==> config.mk <==
export PLATFORM = sky130hd
export DESIGN_NAME = seg7_scan_decoder
export DESIGN_NICKNAME = d
export VERILOG_FILES = /design/src/rtl/seg7_pkg.sv /design/src/rtl/seg7_to_bcd.sv /design/src/rtl/seg7_scan_decoder.sv
export SDC_FILE = /design/constraint.sdc
export NUM_CORES = 1
export LEC_CHECK = 0
export CORE_ASPECT_RATIO = 1.4
export CORE_MARGIN = 3
export CORE_UTILIZATION = 54
export DETAILED_ROUTE_END_ITERATION = 16
export PLACE_DENSITY = 0.87
export SYNTH_ARGS = -nofsm -noshare
export SYNTH_HDL_FRONTEND = slang
export SYNTH_SLANG_ARGS = --single-unit
==> constraint.sdc <==
create_clock -name clk -period 3.05 [get_ports clk]
set_input_delay 0.61 -clock clk [delete_from_list [all_inputs] [get_ports clk]]
set_output_delay 0.61 -clock clk [all_outputs]
set_load 0.05 [all_outputs]
==> images/zoom.png <==
Bar = 10 um. Region (22, 1) to (62, 41) um. Cells in grey, sequential cells in the stronger grey; small squares are vias.
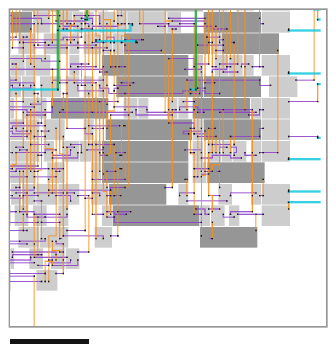
| colour | layer |
|---|---|
| orange | met2 |
| cyan | met3 |
| purple | met1 |
| green | met4 |
sequential cells in the window: 16
most frequent: nand2_1 (24), a21oi_1 (9), dfxtp_1 (9)
cells with their middle in the window: 98

==> images/gate_families.png <==
Bar = 20 um.
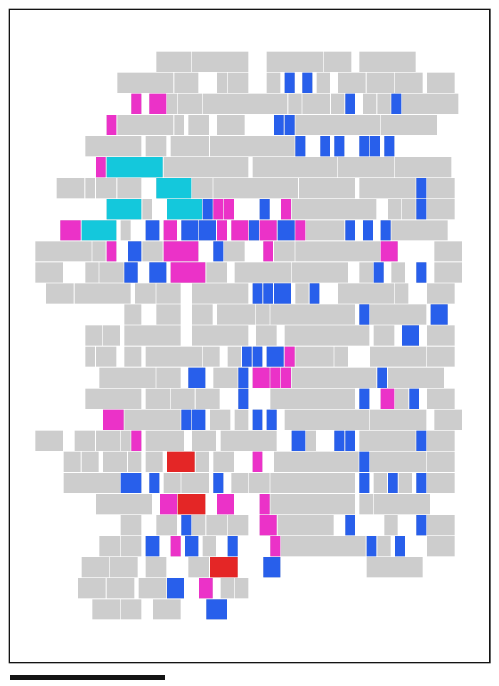
| colour | family | cells |
|---|---|---|
| cyan | adder and majority cells | 5 |
| red | AND-OR and OR-AND gates | 3 |
| magenta | NOR gates | 33 |
| blue | NAND gates | 72 |
final std cells w/o fill: 339
most used logic cell in the final layout: nand2_1
Comb/total area: 34.0%

==> images/final_congestion.png <==
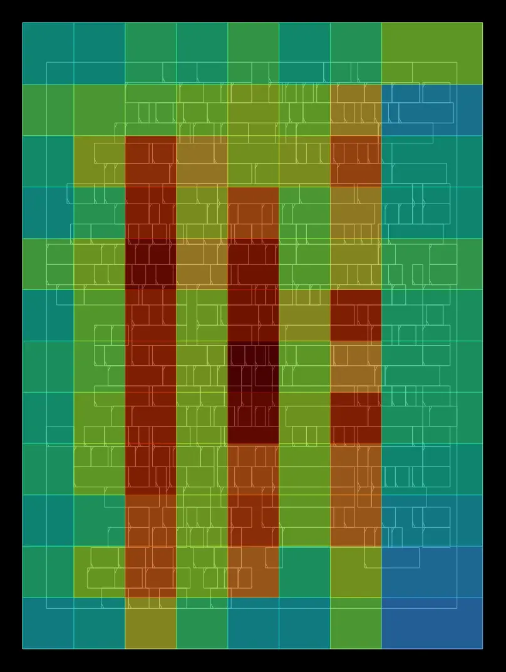
met2 Use GR: 34.7%
most used routing layer in global routing: met2
M3 GR Usage: 3.85%
total track usage: 19.1%
met1 Usage GRT: 20.3%

==> images/met1.png <==
Bar = 20 um. Supply wires on this layer in grey.
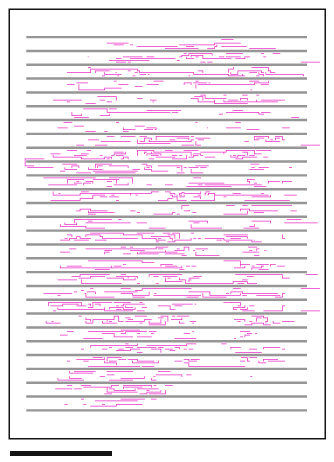
nets with wire on the layer: 283
wire length on this layer: 1780 um
share of all routed wire: 39%
longest straight run: 23.9 um
vias: 1823
drt total wl: 4580 um

==> out/metrics.csv <==
stage,metric,value,unit
yosys,synthArstFlopShare,0,%
power_and_ir_drop,p_int,1.05,mW
final_timing,rsz0062_at_grt,no,
final_layout,n_antenna_cell,0,
yosys,mux_area_share,0.424,%
floorplan,fp_util,58.2,%
yosys,top_cell,nand2_1,
yosys,yosys.area_share.xor_xnor,4.45,%
min_path,holdPathStages,2,
run_status,outcome,completed,
placed_design,dp_cells,331,
global_route,antenna_found_initial,0,
final_layout,final_cell_mix,"nand2_1 (52), dfxtp_1 (37), clkdlybuf4s50_1 (31)",
placed_design,place.port_buffers,32,
final_timing,fin_crit,2.89,ns
final_timing,setup_tns,0,ns
critical_path,path_max_fanout,4,
yosys,ys_top_logic_family,simple AND/OR/NAND/NOR gates,
power_and_ir_drop,power_frac_seq,55.5,%
min_path,min_path_type,flop to flop,
placed_design,dp_hpwl,3410,um
floorplan,die_h,84.2,um
floorplan,dieArea,5210,um^2
final_layout,stdcell_area,2880,um^2
final_timing,max_freq,346,MHz
routing,drt_iter0_drc,60,
final_timing,clock_skew,0.00881,ns
cts,cts_root_buf,clkbuf_8,
critical_path,path_depth,13,
yosys,ys_sh_simple,23.3,%
yosys,mappedNetlistArea,2360,um^2
placed_design,dp_slack,-0.361,ns
cts,cts_buffer_depth,2,
final_timing,tightest_slew,0.697,ns
routing,wl_met2,2520,um
yosys,yosys_cells,249,
final_timing,finalSetupViolations,0,
routing,dr.pass1.iters,5,
routing,top_layer,met4,
cts,insertion_delay,0.31,ns
critical_path,cp_top_family,adder cells,
yosys,synth-edff-count,16,
routing,route.met3.wl,150,um
routing,drc_errors,0,
final_timing,slew_viol_final,0,
flow_run,maxCapViolCount,0,
global_route,grt_pass1_wl,7530,um
final_layout,syn_to_final_growth,21.8,%
yosys,flop_cell,dfxtp_1,
floorplan,num_rows,27,
critical_path,critPathLaunchType,input port,
yosys,fa_ha_area_share,2.97,%
power_and_ir_drop,p_leak,1.05,nW
critical_path,worstSetupPathType,input port to flop,
power_and_ir_drop,swShare,22.0,%
final_timing,fin_ws,0.160,ns
power_and_ir_drop,power_leader,sequential cells,
critical_path,critPathArrivalTime,3.06,ns
floorplan,boundaryPins,33,
critical_path,reg2reg_slack,1.39,ns
cts,cts_tree,yes,
yosys,synth_cell_types,42,
final_timing,hold_ws,0.455,ns
yosys,aoi_share,9.81,%
flow_run,warnings,27,
yosys,synth_top_area_share,31.4,%
yosys,yosys.area.top_type,dfxtp_1,
power_and_ir_drop,p_comb,0.130,mW
routing,postRouteAntennaNets,0,
cts,postCtsHoldBufs,0,
yosys,ys.warnings.count,0,
global_route,grt_max_degree,28,
global_route,gr-total-overflow,0,
final_timing,hold_viol_final,0,
routing,vias_per_cell,5.38,
yosys,syn_nets,268,
yosys,syn_avg_cell_area,9.48,um^2
power_and_ir_drop,p_sw,0.297,mW
critical_path,cp-end-kind,flop,
cts,cts_inserted_buffers,5,
floorplan,die_x,61.9,um
power_and_ir_drop,ir_worst_vdd,0.000319,V
cts,h-tree-depth,2,
placed_design,place_congestion,0.850,
cts,cts_setup_buffers,0,
power_and_ir_drop,pg_seq,0.748,mW
final_timing,finalClockPeriodUsage,94.8,%
power_and_ir_drop,p_per_area,468,nW/um^2
cts,path_clk_slew,0.09,ns
yosys,ys.flops,53,
routing,wire_per_inst,13.5,um
global_route,grt_pass1_vias,1737,
final_timing,slew_headroom,53.4,%
critical_path,path_cells,clkdlybuf4s50_1 > inv_1 > fa_1 > inv_1 > ha_1 > ha_1 > nor2_2 > buf_4 > nand4_1 > nor4_2 > buf_4 > nand2_1 > nor2b_1,
critical_path,critPathBufInv,5,
critical_path,rr_worst_depth,6,
power_and_ir_drop,combPwrFrac,9.6,%
routing,wl_met1,1780,um
yosys,ys_chip_area,2360,um^2
power_and_ir_drop,powerClk,0.469,mW
critical_path,cp.required,3.22,ns
yosys,yosys-top-cells-count,"nand2_1 (56), dfxtp_1 (37), a21oi_1 (24)",
yosys,syn_inst,249,
placed_design,placed_cell_area,2750,um^2
floorplan,core,4050,um^2
final_layout,nets,314,
power_and_ir_drop,finalPower,1.35,mW
critical_path,critPathMaxStageDelay,0.51,ns
final_layout,drive_gt1_share,12.8,%
power_and_ir_drop,p_clk_share,34.8,%
critical_path,cp_slowest_cell,fa_1,
yosys,postSynthSeqShare,51.7,%
final_layout,utilization,70.9,%
yosys,top_cells_by_area,"dfxtp_1 (31%), edfxtp_1 (20%), nand2_1 (8.9%)",
cts,clock_sinks,53,
==> final cells by class <==
cell class,instances,area [um^2]
Sequential cell,53,1220
Clock buffer,6,72.6
Fill cell,300,1180
Inverter,8,30.0
Multi-Input combinational cell,174,978
Clock inverter,2,38.8
Tap cell,43,53.8
Timing Repair Buffer,53,480
==> timing repair <==
action                                  4_1_cts  5_1_grt
gates resized                                 5        3
endpoints found under the setup margin       16       36
pin swaps                                     0        3
==> tightest hold or removal path, delay by kind of cell (launching register included) <==
| kind | cells | cell delay (ns) |
|---|---|---|
| flops | 1 | 0.32 |
| simple gates | 1 | 0.05 |
| compound gates | 1 | 0.05 |
